### src/rtl/washer_panel.sv
// rtl/washer_panel.sv - washer front-panel key conditioning, mode/run/estop FSM and 1 Hz seconds clock

// Synchroniser, debouncer and press detector for one active-low panel key
module washer_panel_key #(
  parameter int DEB_CYCLES = 1_000_000
) (
  input  logic clk,
  input  logic rst,
  input  logic key,
  output logic deb,
  output logic press
);
  localparam int CW = $clog2(DEB_CYCLES + 1);
  localparam logic [CW-1:0] CNT_LAST = CW'(DEB_CYCLES - 1);

  logic          sync1;
  logic          sync2;
  logic          deb_prev;
  logic [CW-1:0] cnt;

  // two-flop synchroniser, idling at the released level
  always_ff @(posedge clk) begin
    if (rst) begin
      sync1 <= 1'b1;
      sync2 <= 1'b1;
    end else begin
      sync1 <= key;
      sync2 <= sync1;
    end
  end

  // accept a new level only after DEB_CYCLES consecutive differing samples
  always_ff @(posedge clk) begin
    if (rst) begin
      cnt <= '0;
      deb <= 1'b1;
    end else if (sync2 == deb) begin
      cnt <= '0;
    end else if (cnt == CNT_LAST) begin
      deb <= sync2;
      cnt <= '0;
    end else begin
      cnt <= cnt + 1'b1;
    end
  end

  // registered one-cycle pulse on a debounced 1->0 edge; release is silent
  always_ff @(posedge clk) begin
    if (rst) begin
      deb_prev <= 1'b1;
      press    <= 1'b0;
    end else begin
      deb_prev <= deb;
      press    <= deb_prev & ~deb;
    end
  end
endmodule

module washer_panel #(
  parameter int CLK_HZ     = 50_000_000,
  parameter int DEB_CYCLES = 1_000_000
) (
  input  logic       clk,
  input  logic       rst,
  input  logic       key_select,
  input  logic       key_start,
  input  logic       key_emergency,
  input  logic       wash_done,
  output logic [1:0] mode,
  output logic       start,
  output logic       estop,
  output logic       sec_clk,
  output logic       sec_tick
);
  localparam int SW = $clog2(CLK_HZ);
  localparam logic [SW-1:0] SC_HALF = SW'(CLK_HZ / 2 - 1);
  localparam logic [SW-1:0] SC_LAST = SW'(CLK_HZ - 1);

  typedef enum logic [1:0] {S_IDLE, S_RUN, S_DONE, S_ESTOP} state_t;

  state_t        state;
  logic [SW-1:0] sc;
  logic          sel_press;
  logic          start_press;
  logic          emg_press;
  logic          emg_deb;
  logic          sel_deb_unused;
  logic          start_deb_unused;

  washer_panel_key #(.DEB_CYCLES(DEB_CYCLES)) u_key_select (
    .clk(clk), .rst(rst), .key(key_select), .deb(sel_deb_unused), .press(sel_press)
  );
  washer_panel_key #(.DEB_CYCLES(DEB_CYCLES)) u_key_start (
    .clk(clk), .rst(rst), .key(key_start), .deb(start_deb_unused), .press(start_press)
  );
  washer_panel_key #(.DEB_CYCLES(DEB_CYCLES)) u_key_emergency (
    .clk(clk), .rst(rst), .key(key_emergency), .deb(emg_deb), .press(emg_press)
  );

  // panel state machine with the seconds generator folded in so leaving RUN
  // clears sc/sec_clk/sec_tick on the same edge as the state change
  always_ff @(posedge clk) begin
    if (rst) begin
      state    <= S_IDLE;
      mode     <= 2'd0;
      start    <= 1'b0;
      estop    <= 1'b0;
      sec_clk  <= 1'b0;
      sec_tick <= 1'b0;
      sc       <= '0;
    end else begin
      sec_tick <= 1'b0;
      if (emg_press) begin
        state   <= S_ESTOP;
        start   <= 1'b0;
        estop   <= 1'b1;
        sec_clk <= 1'b0;
        sc      <= '0;
      end else begin
        case (state)
          S_IDLE: begin
            if (start_press && mode != 2'd0) begin
              state   <= S_RUN;
              start   <= 1'b1;
              sec_clk <= 1'b0;
              sc      <= '0;
            end else if (sel_press) begin
              mode <= mode + 2'd1;
            end
          end
          S_RUN: begin
            if (wash_done) begin
              state   <= S_DONE;
              start   <= 1'b0;
              sec_clk <= 1'b0;
              sc      <= '0;
            end else if (start_press) begin
              state   <= S_IDLE;
              start   <= 1'b0;
              sec_clk <= 1'b0;
              sc      <= '0;
            end else if (sc == SC_LAST) begin
              sc       <= '0;
              sec_clk  <= ~sec_clk;
              sec_tick <= 1'b1;
            end else begin
              sc <= sc + 1'b1;
              if (sc == SC_HALF) begin
                sec_clk <= ~sec_clk;
              end
            end
          end
          S_DONE: begin
            if (start_press || sel_press) begin
              state <= S_IDLE;
            end
          end
          S_ESTOP: begin
            if (start_press && emg_deb) begin
              state <= S_IDLE;
              mode  <= 2'd0;
              estop <= 1'b0;
            end
          end
          default: state <= S_IDLE;
        endcase
      end
    end
  end
endmodule

### config.mk
export PLATFORM = sky130hd
export DESIGN_NAME = washer_panel
export DESIGN_NICKNAME = d
export VERILOG_FILES = /design/src/rtl/washer_panel.sv
export SDC_FILE = /design/constraint.sdc
export NUM_CORES = 1
export LEC_CHECK = 0
export ABC_AREA = 1
export CAP_MARGIN = 10
export CORE_MARGIN = 1.5
export CORE_UTILIZATION = 30
export DETAILED_ROUTE_END_ITERATION = 8
export PLACE_DENSITY = 0.44
export SYNTH_ARGS = -nofsm -noshare
export SYNTH_HDL_FRONTEND = slang
export SYNTH_SLANG_ARGS = --single-unit
export TNS_END_PERCENT = 5
### constraint.sdc
create_clock -name clk -period 2.78 [get_ports clk]
set_input_delay 0.695 -clock clk [delete_from_list [all_inputs] [get_ports clk]]
set_output_delay 0.695 -clock clk [all_outputs]
set_load 0.005 [all_outputs]
==> results_tabular.tex <==
% Generated from flow reports
\begin{tabular}{lr}
\hline
Metric & Value \\
\hline
\multicolumn{2}{l}{\textbf{Logic synthesis}} \\
Mapped Cells & 796 \\
Post-Synthesis Mean Instance Area & roughly 7 um\^{}2 \\
Number of flops mapped to enable cells by yosys & 0 \\
Most used standard cell by instance count after synthesis & nand2\_1 \\
Total nets after synthesis & slightly above 800 \\
Cell count listed in synth\_stat.txt & roughly 800 \\
Synthesized chip area reported by yosys & about 5500 um\^{}2 \\
Unique cell types & 39 \\
Post-synth top cells & nand2\_1, nor2\_1, dfxtp\_1, inv\_1, nand3\_1 \\
Yosys warning tally & 0 \\
Synth Seq Share & 0.398 \\
Share of the synthesized area in the top cell type & 0.398 \\
FF+latch count, synth & around 110 \\
\multicolumn{2}{l}{\textbf{Setup path}} \\
FF-to-FF End & sc[2] \\
Largest stage delay, worst path & 550 ps \\
Data arrival time of the worst path & 1260 ps \\
R2R cell count & 9 \\
Data required time at the worst endpoint & around 2100 ps \\
Register-to-register path setup slack & between 900 and 1000 ps \\
Path length in cells of the critical path & 1 \\
CP startpoint kind & flip-flop \\
Critical path cell sequence & clkdlybuf4s50\_1 \\
Number of buffer and inverter stages on the critical path & 1 \\
Critical path type & flip-flop to output pin \\
\multicolumn{2}{l}{\textbf{Die}} \\
Site row count & a little under 50 \\
Total die size & roughly 19000 um\^{}2 \\
Top-level I/O count & 12 \\
\multicolumn{2}{l}{\textbf{GRT}} \\
Maximum number of pins on one net before global-route repair & 21 \\
Total gr overflow & 0 \\
Vias in the first global route & 4605 \\
Initial antenna violation count & 0 \\
Global-route usage over all layers & 0.135 \\
Met1 usage in global routing & 0.172 \\
Global Route met3 Usage & 0.0284 \\
\multicolumn{2}{l}{\textbf{Clock tree}} \\
Buffer cell driving the clock tree root & clkbuf\_16 \\
PostCTS Resize Cnt & 0 \\
\# Post-CTS Setup Buffers & 0 \\
Max H-tree Level & 3 \\
TritonCTS buffer count & 9 \\
Clock Path Buffers & 2 \\
\multicolumn{2}{l}{\textbf{Worst hold path}} \\
Worst hold path startpoint & u\_key\_start.deb\_prev \\
Hold/Removal Path Class & flip-flop to flip-flop \\
Cell depth of the worst min-delay path & 2 \\
Hold Crit Endpoint & u\_key\_start.press \\
\multicolumn{2}{l}{\textbf{Layout}} \\
Most common library cell in the layout ignoring fill and taps & nand2\_1 \\
Number of clock buffers in the layout & 11 \\
Sequential portion of the cell area & 0.356 \\
Clock buf/inv share & 0.0485 \\
Number of combinational gates with multiple inputs & around 570 \\
Commonest non-fill, non-tap cells in the layout & nand2\_1, nor2\_1, dfxtp\_1 \\
Relative area change from synthesis to final layout & 12.0\% \\
Number of fill cells & slightly below 2k \\
Fraction of layout instances using a drive strength above 1 & 0.0835 \\
Sequential cell area & $\sim$2200 um\^{}2 \\
Final layout net count & slightly above 800 \\
Fin cells & roughly 1.0k \\
Buffering overhead & 0.0277 \\
Utilization after layout & 0.343 \\
\multicolumn{2}{l}{\textbf{Pwr}} \\
Worst vdd ir & 0.281 mV \\
Switching power of the nets & 635 uW \\
Cell Int Power & approximately 2300 uW \\
Power density normalized to cell area & roughly 480 nW/um\^{}2 \\
Post-layout total power & roughly 3000 uW \\
Group with the largest share of power & registers \\
Sequential fraction of design power & 0.535 \\
Logic pwr share & 0.014 \\
Clock network power & around 1300 uW \\
Comb pwr & between 40 and 50 uW \\
\multicolumn{2}{l}{\textbf{Routing}} \\
Initial DRT Pass Iterations & 5 \\
Count of routing violations after the opening detailed-route iteration & $\sim$330 \\
Number of remaining DRC errors & 0 \\
Vias per cell & $\sim$4.7 \\
\multicolumn{2}{l}{\textbf{Timing}} \\
Final Slew Violations & 0 \\
RSZ-0062 raised after global routing & no \\
Fin crit period & a little under 2000 ps \\
Summed negative setup slack over all endpoints & 0 ps \\
Relative slew margins & 0.705 \\
Final setup fails & 0 \\
\multicolumn{2}{l}{\textbf{Place}} \\
Cell Area, Placed & between 5000 and 6000 um\^{}2 \\
Placed instance count & between 1k and 1.5k \\
DP Worst Slack & slightly below 500 ps \\
\multicolumn{2}{l}{\textbf{Flow run}} \\
Max-cap violations & 0 \\
\multicolumn{2}{l}{\textbf{Run status}} \\
Run status & complete, no violations \\
\hline
\end{tabular}
[layer usage]
layer | wire, um | vias up
li1 | - | 2577
met5 | 0 | -
met4 | 221 | 0
met2 | 5770 | 88
met3 | 456 | 20
met1 | 6000 | 2214
[registers in the layout, indices dropped and copies added (netlist names), 2 cells and up]
name,flops
sc,26
u_key_emergency.cnt,20
u_key_select.cnt,20
u_key_start.cnt,20
mode,2
state,2
[cell families (layout without fill, tap and decap cells)]
group           count (synthesis)  in the layout  share of synthesized area
compound gates                 76             76                     0.0729
xor+xnor                       25             25                     0.0400
fa+ha+maj                       5              5                     0.0114
buf+inv                       119            137                     0.0875
flops                         109            109                      0.398
simple gates                  462            462                      0.390
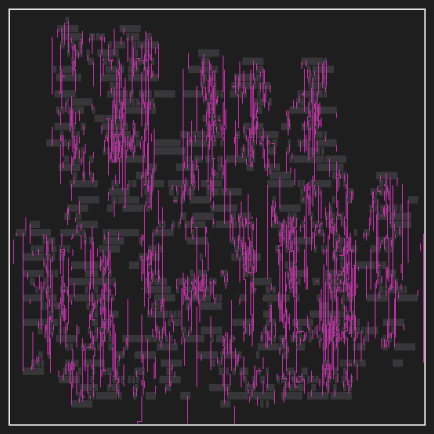
**Above:** metal 2.
(3 px per um)
627 nets have wire on it. The longest straight run is 45.9 um. The layer holds 46% of the routed length. The layer carries 5770 um of wire.
wirelength, routed: 12400 um
vias: 4899
global-route met2 utilization: 0.224

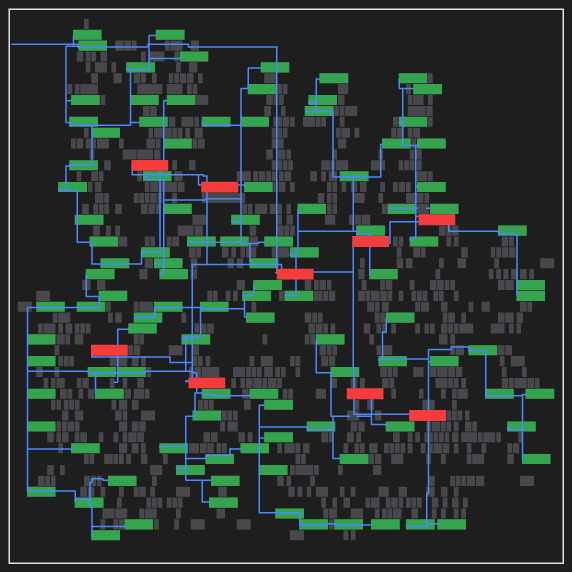
**Above:** clock wires, drivers and flops.
(4 px per um)
Blue marks clock wires, length 1540 um. Red marks cells driving clock nets, count 9. Green marks flip-flops, count 109.
There are 10 routed clock nets. Position of the flops: spread over the die.
clock tree skew after final layout: 9.51 ps
Late-Pin Clk Latency: 350 ps
share of power burned in the clock network: 0.450

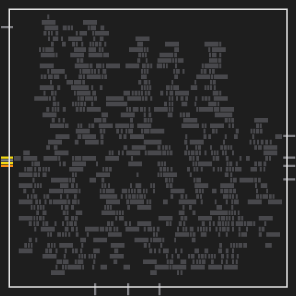
**Above:** pin map.
(2 px per um) Pins as bars across the die edge, other pins in gray.
Orange marks key_start, pins 1, direction input, edge west. Yellow marks mode, pins 2, direction output, edge west.
die height: 138 um
port buffer count: 11

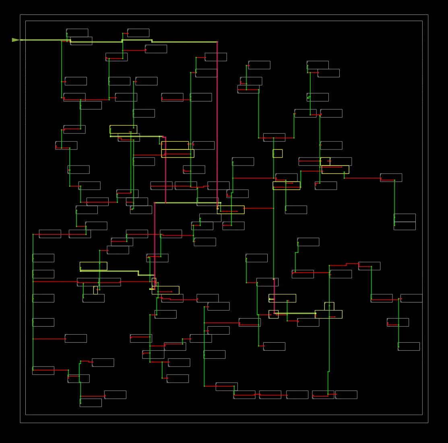
**Above:** clock wiring as the flow saved it.
clock sinks: 109
count of flip-flops and latches: 109

Power figures rest on the tool's default switching activity, not on a simulated workload.
